**Clock routing**

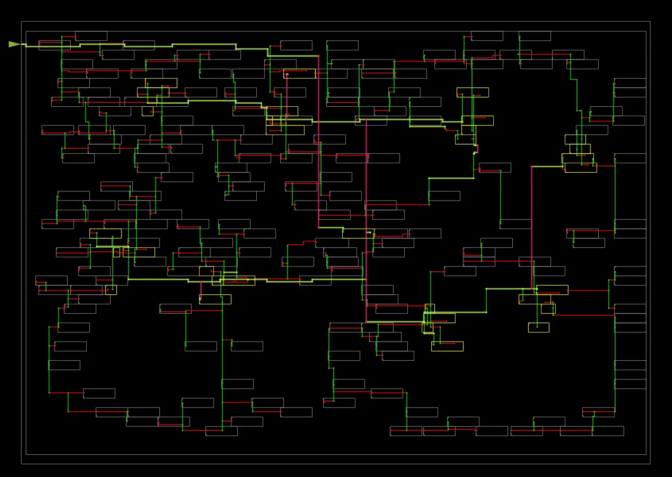
**Cells colored by instance**

Scale: 1.5 px per µm. Other cells in gray.
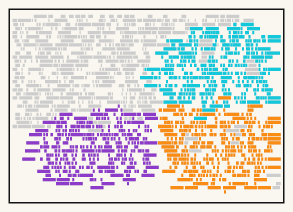
**The metal 3 layer**

Scale: 2 px per µm.
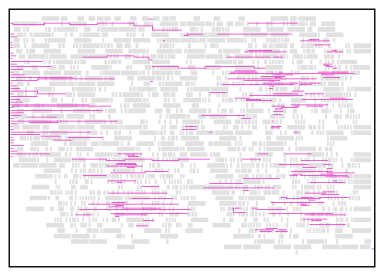
==> config.mk <==
export PLATFORM = sky130hd
export DESIGN_NAME = oled_refresh_scheduler
export DESIGN_NICKNAME = d
export VERILOG_FILES = /design/src/rtl/oled_pkg.sv /design/src/rtl/oled_cycle_counter.sv /design/src/rtl/oled_refresh_scheduler.sv
export SDC_FILE = /design/constraint.sdc
export NUM_CORES = 1
export LEC_CHECK = 0
export ABC_AREA = 1
export CAP_MARGIN = 20
export CORE_ASPECT_RATIO = 0.7
export CORE_MARGIN = 1
export CORE_UTILIZATION = 45
export CTS_CLUSTER_SIZE = 12
export DETAILED_ROUTE_END_ITERATION = 10
export GPL_TIMING_DRIVEN = 0
export HOLD_SLACK_MARGIN = 0.02
export PLACE_DENSITY_LB_ADDON = 0.15
export SKIP_LAST_GASP = 1
export SYNTH_ARGS = -nofsm -noshare
export SYNTH_HDL_FRONTEND = slang
export SYNTH_HIERARCHICAL = 1
export SYNTH_SLANG_ARGS = --single-unit
export TNS_END_PERCENT = 20
==> constraint.sdc <==
create_clock -name clk -period 2 [get_ports clk]
set_input_delay 0.4 -clock clk [delete_from_list [all_inputs] [get_ports clk]]
set_output_delay 0.4 -clock clk [all_outputs]
set_load 0.05 [all_outputs]
==> src/rtl/oled_pkg.sv <==
// Purpose: shared widths, default timing constants and FSM state type for the OLED refresh scheduler.
// Latency: none (declarations only).
// Backpressure: none (declarations only).
package oled_pkg;

    localparam int SCREEN_W = 9;
    localparam int NEEDS_W  = 33;
    localparam int CNT_W    = 32;

    localparam int unsigned DEF_REFRESH_CYCLES = 32'd25_000_000;
    localparam int unsigned DEF_HOLDOFF_CYCLES = 32'd1_000;
    localparam int unsigned DEF_TIMEOUT_CYCLES = 32'd50_000_000;

    typedef enum logic [2:0] {
        ST_IDLE      = 3'd0,
        ST_LOAD      = 3'd1,
        ST_START     = 3'd2,
        ST_WAIT_DONE = 3'd3,
        ST_HOLDOFF   = 3'd4
    } state_t;

endpackage

==> src/rtl/oled_cycle_counter.sv <==
// Purpose: 32-bit cycle counter with synchronous clear, enable and terminal-count flag at LIMIT-1.
// Latency: tc is a combinational decode of the current count; count wraps to 0 on the cycle after tc while enabled.
// Backpressure: none; en simply freezes the count.
// Ports: clk, rst_n (async active-low), clr (sync clear, wins over en), en (count enable), tc (count == LIMIT-1).
module oled_cycle_counter
    import oled_pkg::*;
#(
    parameter int unsigned LIMIT = 1
) (
    input  logic clk,
    input  logic rst_n,
    input  logic clr,
    input  logic en,
    output logic tc
);

    localparam logic [CNT_W-1:0] LAST = CNT_W'(LIMIT - 1);

    logic [CNT_W-1:0] count;

    assign tc = (count == LAST);

    always_ff @(posedge clk or negedge rst_n) begin
        if (!rst_n) begin
            count <= '0;
        end else if (clr) begin
            count <= '0;
        end else if (en) begin
            if (tc) begin
                count <= '0;
            end else begin
                count <= count + CNT_W'(1);
            end
        end
    end

endmodule

==> src/rtl/oled_refresh_scheduler.sv <==
// Purpose: coalesces screen/needs update requests and a periodic refresh tick into single OLED frame launches.
// Latency: request in IDLE at cycle N -> LOAD at N+1 -> frame_start at N+2; frames are separated by a holdoff gap.
// Backpressure: none toward requesters; requests arriving while a frame is in flight are latched (last value wins).
// Ports: scr_req/scr_param_in and needs_req/needs_in capture new content; frame_done ends a frame;
//        screen_param/needs_values feed the OLED driver; frame_start pulses per frame; busy spans the frame;
//        timeout_err is a sticky abort flag.
module oled_refresh_scheduler
    import oled_pkg::*;
#(
    parameter int unsigned REFRESH_CYCLES = DEF_REFRESH_CYCLES,
    parameter int unsigned HOLDOFF_CYCLES = DEF_HOLDOFF_CYCLES,
    parameter int unsigned TIMEOUT_CYCLES = DEF_TIMEOUT_CYCLES
) (
    input  logic                clk,
    input  logic                rst_n,
    input  logic                scr_req,
    input  logic [SCREEN_W-1:0] scr_param_in,
    input  logic                needs_req,
    input  logic [NEEDS_W-1:0]  needs_in,
    input  logic                frame_done,
    output logic [SCREEN_W-1:0] screen_param,
    output logic [NEEDS_W-1:0]  needs_values,
    output logic                frame_start,
    output logic                busy,
    output logic                timeout_err
);

    state_t state;
    state_t state_nxt;

    logic                scr_pend;
    logic                needs_pend;
    logic                tmr_pend;
    logic [SCREEN_W-1:0] scr_shadow;
    logic [NEEDS_W-1:0]  needs_shadow;

    logic in_load;
    logic in_wait;
    logic in_holdoff;
    logic refresh_tc;
    logic holdoff_tc;
    logic timeout_tc;
    logic tmr_fire;
    logic holdoff_done;
    logic frame_timeout;
    logic new_work;

    assign in_load     = (state == ST_LOAD);
    assign in_wait     = (state == ST_WAIT_DONE);
    assign in_holdoff  = (state == ST_HOLDOFF);
    assign frame_start = (state == ST_START);
    assign busy        = (state == ST_START) || in_wait;

    // Refresh timer runs in every state except while waiting on the driver.
    oled_cycle_counter #(.LIMIT(REFRESH_CYCLES)) u_refresh_cnt (
        .clk   (clk),
        .rst_n (rst_n),
        .clr   (1'b0),
        .en    (!in_wait),
        .tc    (refresh_tc)
    );

    oled_cycle_counter #(.LIMIT(HOLDOFF_CYCLES)) u_holdoff_cnt (
        .clk   (clk),
        .rst_n (rst_n),
        .clr   (!in_holdoff),
        .en    (in_holdoff),
        .tc    (holdoff_tc)
    );

    // Frame age is measured from the frame_start cycle, so the abort lands
    // exactly TIMEOUT_CYCLES cycles after the launch pulse.
    oled_cycle_counter #(.LIMIT(TIMEOUT_CYCLES)) u_timeout_cnt (
        .clk   (clk),
        .rst_n (rst_n),
        .clr   (!busy),
        .en    (busy),
        .tc    (timeout_tc)
    );

    assign tmr_fire      = refresh_tc && !in_wait;
    assign holdoff_done  = holdoff_tc && in_holdoff;
    assign frame_timeout = timeout_tc && in_wait && !frame_done;

    // Requests seen this very cycle count as work so IDLE reaches LOAD on the
    // following cycle. Priority among sources (screen, needs, timer) has no
    // visible effect: a single LOAD snapshots both shadows and serves all.
    assign new_work = scr_pend || needs_pend || tmr_pend ||
                      scr_req || needs_req || tmr_fire;

    always_comb begin
        state_nxt = state;
        case (state)
            ST_IDLE:      if (new_work) state_nxt = ST_LOAD;
            ST_LOAD:      state_nxt = ST_START;
            ST_START:     state_nxt = ST_WAIT_DONE;
            ST_WAIT_DONE: if (frame_done || frame_timeout) state_nxt = ST_HOLDOFF;
            ST_HOLDOFF:   if (holdoff_done) state_nxt = ST_IDLE;
            default:      state_nxt = ST_IDLE;
        endcase
    end

    always_ff @(posedge clk or negedge rst_n) begin
        if (!rst_n) begin
            state <= ST_IDLE;
        end else begin
            state <= state_nxt;
        end
    end

    // A request landing in the LOAD cycle re-arms its pend flag, so it is
    // served by the next frame rather than being swallowed by this clear.
    always_ff @(posedge clk or negedge rst_n) begin
        if (!rst_n) begin
            scr_pend   <= 1'b0;
            needs_pend <= 1'b0;
            tmr_pend   <= 1'b0;
        end else begin
            scr_pend   <= scr_req   || (scr_pend   && !in_load);
            needs_pend <= needs_req || (needs_pend && !in_load);
            tmr_pend   <= tmr_fire  || (tmr_pend   && !in_load);
        end
    end

    always_ff @(posedge clk or negedge rst_n) begin
        if (!rst_n) begin
            scr_shadow   <= '0;
            needs_shadow <= '0;
        end else begin
            if (scr_req)   scr_shadow   <= scr_param_in;
            if (needs_req) needs_shadow <= needs_in;
        end
    end

    // Driver-facing values only move in LOAD, so they are frozen for the
    // whole START/WAIT_DONE window.
    always_ff @(posedge clk or negedge rst_n) begin
        if (!rst_n) begin
            screen_param <= '0;
            needs_values <= '0;
        end else if (in_load) begin
            screen_param <= scr_shadow;
            needs_values <= needs_shadow;
        end
    end

    always_ff @(posedge clk or negedge rst_n) begin
        if (!rst_n) begin
            timeout_err <= 1'b0;
        end else if (frame_timeout) begin
            timeout_err <= 1'b1;
        end
    end

endmodule

==> flow_summary.json <==
{
  "status": "finished with violations",
  "violations": "setup timing",
  "timing.fmax_mhz": 486,
  "hp-start": "scr_pend$_DFF_PN0_",
  "cts_max_path_buffers": 2,
  "r2r_end": "state[2]$_DFFE_PN0P_",
  "combGateArea_um2": 4860,
  "drive_gt1_frac": 0.104,
  "dp.cells": 1786,
  "place_ws_ps": -343,
  "timing.hold.ws_ps": 481,
  "regToRegSetupSlack_ps": 70,
  "cts_setup_buffers": 4,
  "num_vias": 9488,
  "place_congestion": 0.968,
  "hold_viol": 0,
  "sh_comb_area": 0.390,
  "worst_slack_ps": -59.6,
  "fillerInstances": 2011,
  "crit_path_max_fanout": 2,
  "cts_tree": "yes",
  "required_ps": 1600,
  "startpoint": "needs_values[3]$_DFFE_PN0P_",
  "wire_per_inst_um": 15.1,
  "p_sw_frac": 0.407,
  "fp.dieW_um": 182,
  "combPwrFrac": 0.390,
  "netlist_area_um2": 10200,
  "max-slew-margin-rel": 0.607,
  "powerClk_mw": 3.47,
  "initCoreUtil": 0.465,
  "ys_sh_adder": 0.00368,
  "async_flop_share": 1.00,
  "n_antenna_cell": 0,
  "worstSetupPathType": "reg2out",
  "yosys.stat.seqShare": 0.459,
  "clkLatencyLatePin_ps": 450,
  "synth-edff-count": 0,
  "holdPathStages": 1,
  "ff2ff_path_depth": 11,
  "cts_hold_buffers": 1,
  "hold-path-endpoint": "scr_pend$_DFF_PN0_",
  "synthToLayoutAreaGrowth_pct": 22.2,
  "p_total_mw": 13.3,
  "top_area_cell": "dfrtp_1",
  "slowest_delay_ps": 820,
  "crit_family": "buffers and inverters",
  "buffer_area_frac": 0.111,
  "clkCellAreaFrac": 0.0487,
  "yosys_warnings": 6,
  "cap_violations": 0,
  "min_path_type": "reg2reg",
  "finClkSkew_ps": 12.7,
  "r2r_start": "u_timeout_cnt/count[9]$_DFFE_PN0P_",
  "warning_count": 30,
  "worstPathCellList": "clkdlybuf4s50_1",
  "fin_util": 0.568,
  "endpoint_kind": "output pin",
  "grt_pass1_wl_um": 45100,
  "overflow": 0,
  "seq_cell_power_mw": 4.66,
  "ys_types": 39,
  "nets": 1595,
  "ys_sh_aoi": 0.0694,
  "die_y_um": 128,
  "place_area_um2": 11500,
  "p_int_mw": 7.91,
  "ys_sh_mux": 0,
  "nNonClkBuffers": 149,
  "ir_worst_vdd_uv": 755,
  "top_cells_by_count": "428 x nand2_1, 263 x nor2_1, 187 x dfrtp_1",
  "grt_pass1_vias": 8778,
  "drt-total-wl_um": 27800,
  "p_leak_nw": 5.46,
  "met3_usage": 0.0696,
  "worst-path-buf-inv": 1,
  "hpwl_um": 20100,
  "ys.flop_type": "dfrtp_1",
  "ff_count": 187,
  "rows": 45,
  "portBuffers": 91,
  "synth_dominant_cell_count": "nand2_1",
  "critPathSlowestCell": "clkdlybuf4s50_1",
  "nNonClkInverters": 152,
  "tap_cells": 282,
  "cp.arrival_ps": 1660,
  "pwr-share-clk": 0.260,
  "top_layer": "met4",
  "ios": 92,
  "regArea_um2": 4680,
  "grt_max_degree": 115,
  "syn_avg_cell_area_um2": 7.24,
  "tightest_slew_ps": 589,
  "tns_ps": -886,
  "seq_share": 0.376,
  "grt_antenna_before_repair": 0,
  "post-route-min-period_ps": 2060,
  "ys_sh_simple": 0.366,
  "worstSetupEndpoint": "needs_values[3]",
  "pwr-share-seq": 0.349,
  "top_usage_layer": "met1",
  "synthCells": 1410,
  "slew_viol_final": 0,
  "top_area_frac": 0.459,
  "clkbuf_count": 17,
  "ys_ff": 187,
  "stdcell_count": 1840,
  "path_clk_slew_ps": 70,
  "final_area_um2": 12500,
  "dominant_cells": "multi-input combinational cells",
  "grt.total_usage": 0.247,
  "area_leaders": "dfrtp_1 46%, nand2_1 16%, nor2_1 9.7%",
  "met1_usage": 0.373,
  "drc_errors": 0,
  "power_leader": "combinational logic",
  "ys_sh_xor": 0.0232,
  "ys_cells": 1410,
  "setup_viol": 36,
  "postCtsResizedCells": 30,
  "viasPerCell": 5.16,
  "dr_wl_met2_um": 11400,
  "num-multi-input-gates": 1038
}
## Picture notes: 'clock routing'
CTS buffer count: 17
Num Clock Sinks: 187

## Picture notes: 'cells colored by instance'
- u_refresh_cnt: orange (cells 365)
- u_timeout_cnt: cyan (cells 360)
- u_holdoff_cnt: purple (cells 342)
- not colored: 491

## Picture notes: 'the metal 3 layer'
- wire length on this layer: 2,400 µm
- share of all routed wire: 8.7%
- nets with wire on the layer: 166
- main direction: horizontal
- longest straight run: 62.6 µm

==> layout by cell type (no fill, tap or decap), drive strengths merged, types with 3 or more instances in the layout <==
cell / instances
clkinv: 8
xor2: 20
ha: 3
nor3: 10
buf: 52
clkbuf: 25
o21bai: 7
nor2: 291
a21o: 3
o22ai: 3
nand4: 48
o21ai: 105
xnor2: 7
nand2: 435
nand3: 88
clkdlybuf4s50: 86
conb: 3
inv: 156
and2: 3
dfrtp: 187
==> flip-flops by register name, summed over array words and instances (netlist names), 3 cells and up <==
| register | count |
|---|---|
| needs_values | 33 |
| u_refresh_cnt/count | 32 |
| u_holdoff_cnt/count | 32 |
| u_timeout_cnt/count | 32 |
| screen_param | 9 |
| needs_shadow | 33 |
| state | 3 |
| scr_shadow | 9 |
Power figures rest on the tool's default switching activity, not on a simulated workload.
